Fig. 1: run 1, the metal 1 layer
The bar under the picture is 50 um long.
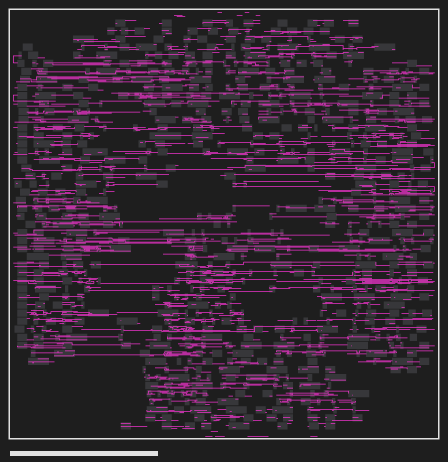
Fig. 2: run 1, metal layers overlaid
The bar under the picture is 50 um long. Only two layers are drawn.
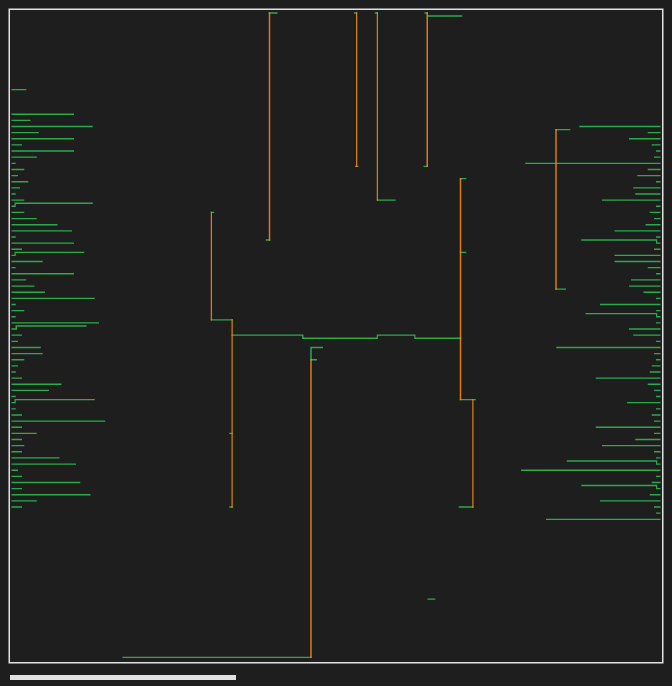
Fig. 3: run 1, wire density map
The die is cut into 29 by 29 equal tiles; white is low, dark blue is high, scaled to the fullest tile. Values are wire area over tile area, all layers added.
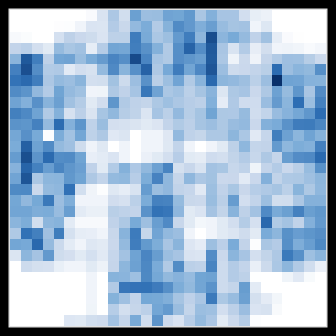
Design xilinx_pcie_rx_decoder, sky130hd; sources not shown.
==> metrics.yaml, run 1 <==
drt:
  drc: 0
  vias_per_cell: 4.49
  first_pass_iters: 4
  drtAntennaViolNets: 0
job:
  warnings: 63
setup_path:
  reg2regPathDepth: 7
  cp_max_fo: 10
  path_class: "in -> out"
  end_kind: "primary output"
  cpMostUsedCell: "clkdlybuf4s50_1"
finish:
  stdcell_count: 1003
  final_layout_top_logic_cells: "clkdlybuf4s50_1 (230), nand2_1 (119), dfxtp_1 (104)"
  drive_above_1_share_pct: 6.38
  utilization_pct: 35.8
  layout_top_cell: "clkdlybuf4s50_1"
  syn2layout_area_growth_pct: 65.2
  largest_register_ffs: 32
synth:
  area_leaders: "dfxtp_1 (49%), nand2_1 (10%), mux2i_1 (10%)"
  syn_area_per_cell_um2: 8.70
  ys_types: 37
  synth_warnings: 0
  synth_area_mm2: 0.00426
  numSynthFlops: 104
  syn-instance-count: 490
  yosys_area_mm2: 0.00426
clocking:
  cts.sinks: 104
  clkTransAtPathRegs_ps: 150
  cts_tree: "done"
  cts-root-buf: "clkbuf_4"
  cts_resized: 0
  cts.htree.levels: 3
final_timing:
  rsz0062_at_grt: "false"
  hold_violations: 0
  finalSetupViolCount: 0
  slew_viol_final: 0
floorplanning:
  die_w_um: 144
place:
  place_hpwl_um: 14600
worst_hold_path:
  hold_class: "reg -> reg"
power_and_ir_drop:
  power.share.clock_pct: 31.9
  power_density_mw_per_mm2: 240
  p_int_mw: 1.25
global_route:
  grt_antenna_before_repair: 1
run_status:
  status: "completed"
Back to the opening pictures, Fig. 1:
- share of all routed wire: 40%
- nets with wire on the layer: 750
- main direction: horizontal
- longest straight run: 52.9 um
- wire length on this layer: 7390 um
routed wire length: 18400 um
vias: 4500
met1 Use GR: 19.2%

Back to the opening pictures, Fig. 2:
- orange: metal 4 (wire length 399 um)
- green: metal 3 (wire length 990 um)
overall global routing resource usage: 17.7%
WL/cell: 18.3 um

Back to the opening pictures, Fig. 3:
- fullest tile: 0.42
- densest ninth of the die: top center
- nearly empty tiles: 12%
- mean over tiles: 0.14
- emptiest ninth of the die: lower left

-- run 1: metal layers --
metal  vias up  track usage (%)  part of all wire (%)
li1       2134                -                     -
met1      2186             19.2                    40
met2       156             33.3                    52
met3        24             3.54                   5.4
met4         0             6.87                   2.2
met5         -                0                     0
-- run 1: logic make-up after synthesis --
kind of cell,count (synthesis),synth area share (%)
buf+inv,56,7.31
fa+ha+maj,1,0.293
flops,104,48.8
other cells,1,0.0880
compound gates,105,13.5
mux,44,10.3
simple gates,179,19.6
-- run 1: Yosys cell counts, types with 2 or more instances --
cell type and instances:
nand2_1 119, dfxtp_1 104, a21oi_1 48, mux2i_1 44, o21ai_1 30, clkbuf_1 24, nor2_1 19, buf_4 18
a211oi_1 12, and3_1 10, o21ai_0 8, inv_1 5, buf_6 4, nand3_1 4, o31ai_1 4, or3_1 4
buf_2 3, nand4_1 3, nor3_1 3, or4_1 3, buf_1 2, nand3b_1 2, nor2b_1 2, nor4_4 2
-- run 1: power by group through the flow --
stage | clock [mW] | combinational [mW] | sequential, mW
2_1_floorplan | 0 | 0.0402 | 0.994
5_1_grt | 0.602 | 0.193 | 0.972
3_3_place_gp | 0 | 0.178 | 0.991
6_report | 0.539 | 0.180 | 0.971
3_5_place_dp | 0 | 0.182 | 0.991
4_1_cts | 0.571 | 0.184 | 0.971
-- run 1: worst max-delay path: cells and delay by family --
| family | cells | cell delay, ps |
|---|---|---|
| simple gates | 1 | 230 |
| buf+inv | 3 | 1810 |
-- run 1: layout make-up --
class	instances	area [um^2]
fill	2251	12600
buffer	51	293
sequential	104	2080
clock buffer	9	67.6
antenna	1	2.50
clock inverter	7	71.3
timing repair buffer	230	2300
tap	265	332
multi-input combinational	331	1870
inverter	5	18.8
-- run 1: stage by stage --
stage / hold WS (ps) / worst slack, ps / instance area [um^2]
floorplan: 507 / 2290 / 4270
global placement: 438 / 1220 / 6900
detailed placement: 447 / 1110 / 6900
CTS: 430 / 1390 / 7040
global route: 447 / 1310 / 7040
finish: 463 / 1400 / 7040
Fig. 4: run 1, close-up of the layout
The bar under the picture is 5 um long. Region (98, 98) to (118, 118) um. Cells in gray, sequential cells in the stronger gray; small squares are vias.
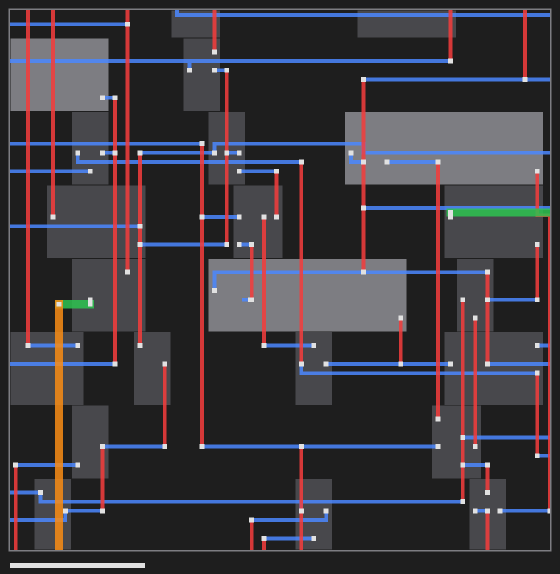

## Run 2: what changed since run 1
- CORE_UTILIZATION: 21 -> 20
- PLACE_DENSITY: 0.95 -> 0.92
- clock period: 4.3 -> 2.9 ns (I/O delays scaled with it)
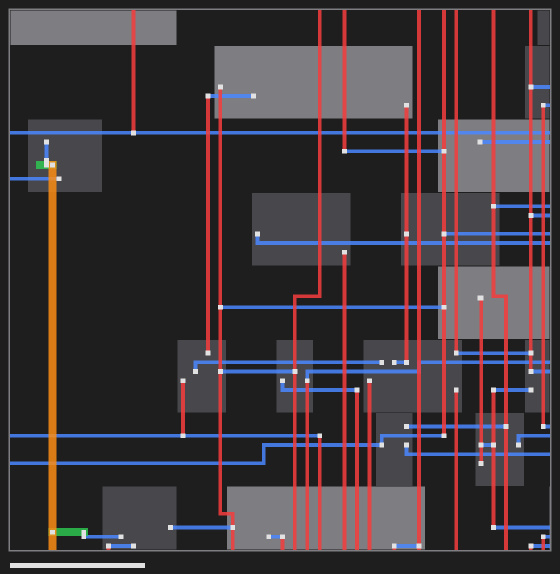
Fig. 5. Close-up of the layout (run 2).
The bar under the picture is 5 um long. Region (101, 101) to (121, 121) um. Cells in gray, sequential cells in the stronger gray; small squares are vias.
- orange: metal 4
- blue: metal 1
- red: metal 2
- green: metal 3
- cells with their middle in the window: 14
- sequential cells in the window: 4
- most frequent: dfxtp_1 (4)

==> run 2 against run 1 <==
  * Count of clock-buffer cells in the layout increased by 1
  * Non-clock buffer count unchanged
  * Sequential cell count unchanged
  * Synthesized cell count unchanged
  * Total power increased by 43%
  * Global-route usage decreased by 0.084 points
  * Critical path depth unchanged
  * Cell area decreased by 0.21%
  * Clock skew decreased by 5.1 ps
  * Critical path type unchanged
  * Largest cell class unchanged
  * Setup slack got worse by 1200 ps
  * Cell count increased by 1.0%
==> metrics.yaml, run 2 <==
run_status:
  status: "completed"
synth:
  top_cell: "nand2_1"
  yosys.area_share.simple_pct: 19.6
  synth_area_mm2: 0.00426
  ys_top_cells_by_count: "nand2_1 (119), dfxtp_1 (104), a21oi_1 (48)"
  syn-instance-count: 490
  ys_types: 37
  ys_sh_mux_pct: 10.3
  yosys_area_mm2: 0.00426
  area_leaders: "dfxtp_1 (49%), nand2_1 (10%), mux2i_1 (10%)"
  ys_top_logic_family: "simple AND/OR/NAND/NOR gates"
  syn_area_per_cell_um2: 8.70
finish:
  syn2layout_area_growth_pct: 64.8
  final_layout_top_logic_cells: "clkdlybuf4s50_1 (230), nand2_1 (119), dfxtp_1 (104)"
  largest_register_ffs: 32
  drive_above_1_share_pct: 6.24
  fill_cells: 2412
  utilization_pct: 33.5
setup_path:
  cp_max_fo: 10
  path_class: "in -> out"
  reg2regPathDepth: 7
  end_kind: "primary output"
power_and_ir_drop:
  power_density_mw_per_mm2: 343
clocking:
  cts_tree: "done"
  cts.htree.levels: 3
  cts.sinks: 104
  cts-root-buf: "clkbuf_4"
drt:
  first_pass_iters: 4
place:
  placedInstanceArea_mm2: 0.00691
final_timing:
  hold_violations: 0
  rsz0062_at_grt: "false"
  slew_viol_final: 0
global_route:
  track_usage_pct: 17.6
==> run 2: cell count changes in the layout (fill, tap and decap cells not counted), sizes merged <==
cell | previous run | this run
clkinv | 2 | 3
clkbuf | 33 | 34
bufinv | 1 | 0
inv | 6 | 5
==> run 2: layer usage <==
| layer | global-route usage [%] | share of wire [%] | vias up |
|---|---|---|---|
| li1 | - | - | 2133 |
| met1 | 19.7 | 40 | 2222 |
| met2 | 32.0 | 51 | 143 |
| met3 | 4.32 | 5.5 | 26 |
| met4 | 6.34 | 2.6 | 0 |
| met5 | 0 | 0 | - |
==> run 2: per-stage QoR <==
stage	std cells	setup TNS [ps]	hold WS, ps
after floorplan	491	0	367
after global placement	996	-2390	437
after detailed placement	996	-4460	451
after CTS	1012	0	299
after global routing	1013	0	308
final	1013	0	337
==> run 2: area by class of cell <==
| class | count | area (um^2) | share of cell area (%) |
|---|---|---|---|
| clock buffers | 10 | 75.1 | 1.07 |
| well taps | 275 | 344 | 4.90 |
| diodes | 1 | 2.50 | 0.0356 |
| clock inverters | 6 | 36.3 | 0.516 |
| plain buffers | 51 | 293 | 4.17 |
| repair buffers | 230 | 2300 | 32.8 |
| multi-input cells | 331 | 1870 | 26.7 |
| inverters | 5 | 18.8 | 0.267 |
| flip-flops and latches | 104 | 2080 | 29.6 |
==> run 2: logic make-up after synthesis <==
family	after synthesis
flip-flops	104
multiplexers	44
buffers and inverters	56
other	1
adder cells (fa/ha/maj)	1
AND/OR/NAND/NOR	179
AND-OR/OR-AND	105
==> run 2: worst max-delay path, cell delays in order <==
cell and delay, ps:
clkdlybuf4s50_1 670, clkbuf_1 510, and3_1 250, clkdlybuf4s50_1 720
==> run 2: where the power goes <==
part,internal [mW],switching [mW],total (mW)
combinational,0.161,0.111,0.272
sequential,1.43,0.00537,1.44
clock,0.180,0.517,0.697
total,1.78,0.633,2.41
Power and IR drop assume default switching activity.
